### Cell classes on the final placement

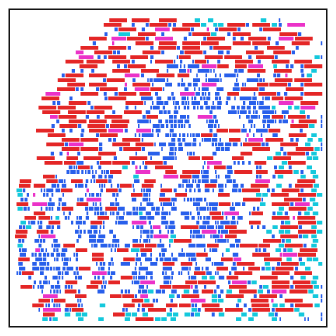
### Ports around the boundary

Pins as bars across the die edge, other pins in grey.
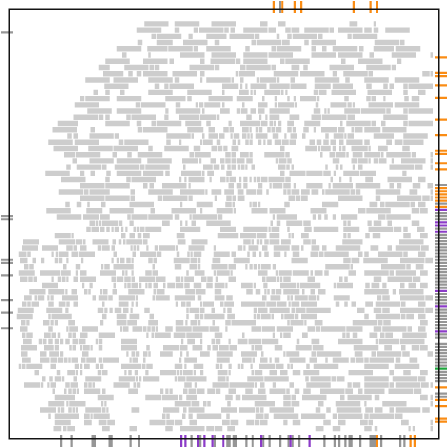
### Signal wires by layer

Two of the layers only.
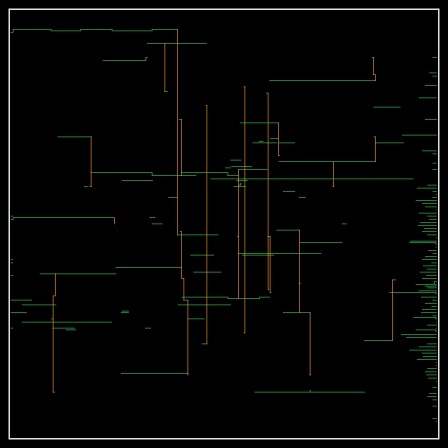
[config.mk]
export PLATFORM = sky130hd
export DESIGN_NAME = qrs_threshold_controller
export DESIGN_NICKNAME = d
export VERILOG_FILES = /design/src/rtl/qrs_pkg.sv /design/src/rtl/qrs_moving_avg.sv /design/src/rtl/qrs_threshold_controller.sv
export SDC_FILE = /design/constraint.sdc
export NUM_CORES = 1
export LEC_CHECK = 0
export CAP_MARGIN = 20
export CORE_MARGIN = 2
export CORE_UTILIZATION = 45
export CTS_CLUSTER_SIZE = 30
export DETAILED_ROUTE_END_ITERATION = 12
export PLACE_DENSITY_LB_ADDON = 0.1
export SYNTH_ARGS = -nofsm -noshare
export SYNTH_HDL_FRONTEND = slang
export SYNTH_HIERARCHICAL = 1
export SYNTH_SLANG_ARGS = --single-unit
[constraint.sdc]
create_clock -name clk -period 5.6 [get_ports clk]
set_clock_uncertainty 0.05 [all_clocks]
set_input_delay 0.56 -clock clk [delete_from_list [all_inputs] [get_ports clk]]
set_output_delay 0.56 -clock clk [all_outputs]
set_load 0.01 [all_outputs]
[src/rtl/qrs_pkg.sv]
// Shared definitions for the QRS threshold controller.
//   qrs_state_t : detection FSM states
//   DEF_*       : default widths and lengths used by the top and the mean filter
package qrs_pkg;

    typedef enum logic [1:0] {
        LEARN  = 2'd0,
        DETECT = 2'd1,
        SEARCH = 2'd2,
        REFRAC = 2'd3
    } qrs_state_t;

    localparam int DEF_W          = 16;
    localparam int DEF_AVG_LOG2   = 3;
    localparam int DEF_LEARN_LEN  = 256;
    localparam int DEF_SEARCH_LEN = 16;
    localparam int DEF_REFRAC_LEN = 50;
    localparam int DEF_RR_W       = 12;

endpackage

[src/rtl/qrs_moving_avg.sv]
// Windowed mean over the last 2**AVG_LOG2 sample strobes.
// Ports:
//   clk          : rising-edge clock
//   rst_n        : synchronous active-low reset, clears window, sum and mpavg
//   sample_valid : one-cycle strobe; only strobes shift the window
//   sample       : W-bit unsigned sample
//   mpavg        : registered mean, zero-extended to 32 bits, valid 1 cycle after the strobe
module qrs_moving_avg
    import qrs_pkg::*;
#(
    parameter int W        = DEF_W,
    parameter int AVG_LOG2 = DEF_AVG_LOG2
) (
    input  logic         clk,
    input  logic         rst_n,
    input  logic         sample_valid,
    input  logic [W-1:0] sample,
    output logic [31:0]  mpavg
);

    localparam int DEPTH = 1 << AVG_LOG2;
    localparam int SUM_W = W + AVG_LOG2;

    logic [W-1:0]     win_reg [DEPTH];
    logic [SUM_W-1:0] sum_reg;
    logic [SUM_W-1:0] sum_next;
    logic [31:0]      mpavg_reg;

    // Window slots: slot 0 takes the new sample, the last slot is the oldest.
    generate
        for (genvar gi = 0; gi < DEPTH; gi++) begin : g_win
            if (gi == 0) begin : g_head
                always_ff @(posedge clk) begin
                    if (!rst_n)
                        win_reg[gi] <= '0;
                    else if (sample_valid)
                        win_reg[gi] <= sample;
                end
            end else begin : g_tail
                always_ff @(posedge clk) begin
                    if (!rst_n)
                        win_reg[gi] <= '0;
                    else if (sample_valid)
                        win_reg[gi] <= win_reg[gi-1];
                end
            end
        end
    endgenerate

    // The sum always covers exactly the window contents, so it never drops
    // below the oldest sample and SUM_W bits cannot overflow.
    assign sum_next = sum_reg + SUM_W'(sample) - SUM_W'(win_reg[DEPTH-1]);

    always_ff @(posedge clk) begin
        if (!rst_n) begin
            sum_reg   <= '0;
            mpavg_reg <= '0;
        end else if (sample_valid) begin
            sum_reg   <= sum_next;
            mpavg_reg <= 32'(sum_next[SUM_W-1:AVG_LOG2]);
        end
    end

    assign mpavg = mpavg_reg;

endmodule

[src/rtl/qrs_threshold_controller.sv]
// Sequencer for the adaptive QRS threshold datapath.
// Builds the 4-deep peak history and the windowed mean for an external
// comparator, then runs learn / detect / peak-search / refractory on its
// decision and reports one pulse per beat with peak and RR interval.
// Ports:
//   clk, rst_n         : clock, synchronous active-low reset
//   sample_valid       : sample strobe; the only thing that advances state
//   sample             : rectified wavelet-detail magnitude
//   thr_out            : comparator decision, sampled on strobe cycles only
//   vt1..vt4           : peak history, vt1 newest
//   mpavg              : windowed mean, zero-extended
//   learning           : high while in LEARN
//   qrs_valid          : one-cycle beat pulse
//   qrs_peak           : beat peak, held between pulses
//   rr_interval        : strobes between beats, saturating, held between pulses
module qrs_threshold_controller
    import qrs_pkg::*;
#(
    parameter int W          = DEF_W,
    parameter int AVG_LOG2   = DEF_AVG_LOG2,
    parameter int LEARN_LEN  = DEF_LEARN_LEN,
    parameter int SEARCH_LEN = DEF_SEARCH_LEN,
    parameter int REFRAC_LEN = DEF_REFRAC_LEN,
    parameter int RR_W       = DEF_RR_W
) (
    input  logic            clk,
    input  logic            rst_n,
    input  logic            sample_valid,
    input  logic [W-1:0]    sample,
    input  logic            thr_out,
    output logic [W-1:0]    vt1,
    output logic [W-1:0]    vt2,
    output logic [W-1:0]    vt3,
    output logic [W-1:0]    vt4,
    output logic [31:0]     mpavg,
    output logic            learning,
    output logic            qrs_valid,
    output logic [W-1:0]    qrs_peak,
    output logic [RR_W-1:0] rr_interval
);

    localparam int SEG_W  = $clog2(LEARN_LEN + 1);
    localparam int SRCH_W = $clog2(SEARCH_LEN + 1);
    localparam int REF_W  = $clog2(REFRAC_LEN + 1);
    localparam logic [RR_W-1:0] RR_MAX = {RR_W{1'b1}};

    qrs_state_t       state_reg, state_next;
    logic [SEG_W-1:0] seg_cnt_reg, seg_cnt_next;
    logic [W-1:0]     seg_max_reg, seg_max_next;
    logic [1:0]       push_cnt_reg, push_cnt_next;
    logic [RR_W-1:0]  rr_cnt_reg, rr_cnt_next;
    logic [SRCH_W-1:0] srch_cnt_reg, srch_cnt_next;
    logic [REF_W-1:0] ref_cnt_reg, ref_cnt_next;
    logic [W-1:0]     peak_reg, peak_next;
    logic             qrs_valid_reg, qrs_valid_next;
    logic [W-1:0]     qrs_peak_reg, qrs_peak_next;
    logic [RR_W-1:0]  rr_int_reg, rr_int_next;

    logic             push;
    logic [W-1:0]     push_val;
    logic [W-1:0]     vt_reg [4];

    logic [RR_W-1:0]  rr_inc;
    logic [W-1:0]     peak_max;
    logic [W-1:0]     seg_cand;

    qrs_moving_avg #(
        .W        (W),
        .AVG_LOG2 (AVG_LOG2)
    ) u_avg (
        .clk          (clk),
        .rst_n        (rst_n),
        .sample_valid (sample_valid),
        .sample       (sample),
        .mpavg        (mpavg)
    );

    assign rr_inc   = (rr_cnt_reg == RR_MAX) ? RR_MAX : rr_cnt_reg + 1'b1;
    assign peak_max = (sample > peak_reg)    ? sample : peak_reg;
    assign seg_cand = (sample > seg_max_reg) ? sample : seg_max_reg;

    always_comb begin
        state_next     = state_reg;
        seg_cnt_next   = seg_cnt_reg;
        seg_max_next   = seg_max_reg;
        push_cnt_next  = push_cnt_reg;
        rr_cnt_next    = rr_cnt_reg;
        srch_cnt_next  = srch_cnt_reg;
        ref_cnt_next   = ref_cnt_reg;
        peak_next      = peak_reg;
        qrs_valid_next = 1'b0;
        qrs_peak_next  = qrs_peak_reg;
        rr_int_next    = rr_int_reg;
        push           = 1'b0;
        push_val       = '0;

        if (sample_valid) begin
            case (state_reg)
                LEARN: begin
                    if (seg_cnt_reg == SEG_W'(LEARN_LEN - 1)) begin
                        push          = 1'b1;
                        push_val      = seg_cand;
                        seg_max_next  = '0;
                        seg_cnt_next  = '0;
                        push_cnt_next = push_cnt_reg + 1'b1;
                        if (push_cnt_reg == 2'd3) begin
                            state_next  = DETECT;
                            rr_cnt_next = '0;
                        end
                    end else begin
                        seg_max_next = seg_cand;
                        seg_cnt_next = seg_cnt_reg + 1'b1;
                    end
                end
                DETECT: begin
                    rr_cnt_next = rr_inc;
                    if (thr_out) begin
                        state_next    = SEARCH;
                        peak_next     = sample;
                        srch_cnt_next = SRCH_W'(1);
                    end else if (rr_inc == RR_MAX) begin
                        // No beat for the full RR range: thresholds are stale, relearn.
                        state_next    = LEARN;
                        seg_cnt_next  = '0;
                        seg_max_next  = '0;
                        push_cnt_next = '0;
                    end
                end
                SEARCH: begin
                    rr_cnt_next   = rr_inc;
                    peak_next     = peak_max;
                    srch_cnt_next = srch_cnt_reg + 1'b1;
                    if (srch_cnt_reg == SRCH_W'(SEARCH_LEN - 1)) begin
                        qrs_valid_next = 1'b1;
                        qrs_peak_next  = peak_max;
                        rr_int_next    = rr_inc;
                        push           = 1'b1;
                        push_val       = peak_max;
                        rr_cnt_next    = '0;
                        ref_cnt_next   = '0;
                        state_next     = REFRAC;
                    end
                end
                REFRAC: begin
                    rr_cnt_next  = rr_inc;
                    ref_cnt_next = ref_cnt_reg + 1'b1;
                    if (ref_cnt_reg == REF_W'(REFRAC_LEN - 1))
                        state_next = DETECT;
                end
                default: state_next = LEARN;
            endcase
        end
    end

    always_ff @(posedge clk) begin
        if (!rst_n) begin
            state_reg     <= LEARN;
            seg_cnt_reg   <= '0;
            seg_max_reg   <= '0;
            push_cnt_reg  <= '0;
            rr_cnt_reg    <= '0;
            srch_cnt_reg  <= '0;
            ref_cnt_reg   <= '0;
            peak_reg      <= '0;
            qrs_valid_reg <= 1'b0;
            qrs_peak_reg  <= '0;
            rr_int_reg    <= '0;
        end else begin
            state_reg     <= state_next;
            seg_cnt_reg   <= seg_cnt_next;
            seg_max_reg   <= seg_max_next;
            push_cnt_reg  <= push_cnt_next;
            rr_cnt_reg    <= rr_cnt_next;
            srch_cnt_reg  <= srch_cnt_next;
            ref_cnt_reg   <= ref_cnt_next;
            peak_reg      <= peak_next;
            qrs_valid_reg <= qrs_valid_next;
            qrs_peak_reg  <= qrs_peak_next;
            rr_int_reg    <= rr_int_next;
        end
    end

    // Peak history shift: slot 0 is vt1 (newest).
    generate
        for (genvar gi = 0; gi < 4; gi++) begin : g_vt
            if (gi == 0) begin : g_head
                always_ff @(posedge clk) begin
                    if (!rst_n)
                        vt_reg[gi] <= '0;
                    else if (push)
                        vt_reg[gi] <= push_val;
                end
            end else begin : g_tail
                always_ff @(posedge clk) begin
                    if (!rst_n)
                        vt_reg[gi] <= '0;
                    else if (push)
                        vt_reg[gi] <= vt_reg[gi-1];
                end
            end
        end
    endgenerate

    assign vt1         = vt_reg[0];
    assign vt2         = vt_reg[1];
    assign vt3         = vt_reg[2];
    assign vt4         = vt_reg[3];
    assign learning    = (state_reg == LEARN);
    assign qrs_valid   = qrs_valid_reg;
    assign qrs_peak    = qrs_peak_reg;
    assign rr_interval = rr_int_reg;

endmodule

==> run_results.csv <==
group,metric,value,unit
status,status,"complete, no violations",
setup_path,critPathArrivalTime,3.60,ns
synthesis,async_reset_ff_share,0,%
timing,setup_viol,0,
synthesis,yosys-stat-area,15060,um2
floorplanning,tap_cells,442,
setup_path,critPathTopFamily,"AND-OR/OR-AND gates",
setup_path,rr_startpoint,"rr_cnt_reg[0]",
final_layout,lay_top_count,"edfxtp_1",
setup_path,critPathCaptureType,"flop",
synthesis,adder_share,7.443,%
synthesis,synth_cell_type_count,79,
synthesis,flop_cell,"edfxtp_1",
synthesis,top_cell_area_share,38.28,%
synthesis,yosys_cells,1374,
setup_path,worstReg2RegEnd,"seg_max_reg[10]",
routing,route.met2.wl,14.57,mm
timing,fmax,290.8,MHz
setup_path,cp-endpoint,"vt_reg[0][4]",
final_layout,signal_buffers,140,
global_route,overflow,0,
synthesis,syn_inst,1374,
placed_design,dpl.hpwl,21.74,mm
synthesis,synth_xor_xnor_area_share,1.221,%
synthesis,aoi_share,11.41,%
routing,ant_nets,0,
setup_path,r2r_slack,2.32,ns
job,cap_violations,0,
synthesis,synthSimpleGateAreaFrac,15.51,%
timing,finalHoldViolCount,0,
final_layout,logic_gates,855,
routing,drc_errors,0,
power,power.total,6.351,mW
global_route,met2_usage,28.75,%
timing,tns,0,ns
final_layout,num-nonclk-inverters,115,
cts,cts_setup_buffers,0,
setup_path,cp_slowest_cell,"a22oi_2",
routing,dr_wl_met3,1.440,mm
timing,slew_headroom,29.02,%
placed_design,place.gp.congestion,0.8361,
setup_path,cp.required,5.76,ns
synthesis,ys_seq_elements,308,
final_layout,combGateArea,6008,um2
floorplanning,io_pins,146,
power,ir_drop,247.4,uV
setup_path,cp-start-kind,"input port",
cts,clock_latency,0.51,ns
cts,ctsLongestPathBuffers,3,
synthesis,mux_area_share,3.854,%
global_route,first_global_vias,9732,
cts,cts_root_buffer,"clkbuf_16",
global_route,use_met3,3.246,%
setup_path,crit_fanout,12,
Back to the opening pictures, 'Cell classes on the final placement':
Red marks sequential cells, cells 308, share of their area 47%. Blue marks remaining logic cells, cells 970, share of their area 38%. Magenta marks clock drivers and dummy loads, cells 63, share of their area 6.8%. Cyan marks remaining buffers and delay cells, cells 140, share of their area 8.1%.
# rows: 66
flop share of the area: 45.86%
post-route cell area: 17,640 um2
core area: 32,780 um2
final cell utilization of the core: 53.80%

Back to the opening pictures, 'Ports around the boundary':
Purple marks `qrs_peak`, pins 16, direction output, edge 9 bottom, 7 right. Orange marks `mpavg`, pins 32, direction output, edge 22 right, 7 top, 3 bottom. Green marks `sample_valid`, pins 1, direction input, edge right.
All pins by edge: 81 right, 48 bottom, 9 left, 8 top.
chip width: 187.0 um
die height: 187.0 um
PortBufs: 129

Back to the opening pictures, 'Signal wires by layer':
Green marks M3, wire length 1,440 um. Orange marks M4, wire length 790 um.
Total GRT Usage: 18.54%
via count: 10,250
Routed WL: 33.01 mm
Avg WL per Cell: 17.17 um

-- stage by stage --
step / instances / worst slack, ns / hold slack (ns)
after global placement: 1859 / 1.671 / 0.4024
after floorplan: 1389 / 0.8032 / 0.3971
after detailed placement: 1859 / 1.670 / 0.4079
final: 1923 / 2.162 / 0.4160
after global routing: 1923 / 1.938 / 0.4480
after CTS: 1922 / 2.195 / 0.4192
-- power breakdown --
group / switching [mW] / internal (mW)
registers: 0.0921 / 2.55
logic: 0.816 / 0.591
clock network: 0.892 / 1.41
total: 1.80 / 4.55
-- synthesized netlist by cell type, types with 38 or more instances --
cell / n
edfxtp_1: 192
and3_1: 123
dfxtp_1: 116
inv_1: 114
nand2_1: 81
nor2_1: 73
a21oi_1: 70
ha_1: 64
clkbuf_1: 58
mux2i_1: 58
and2_1: 54
o21ai_0: 42
buf_4: 38
Power figures rest on the tool's default switching activity, not on a simulated workload.
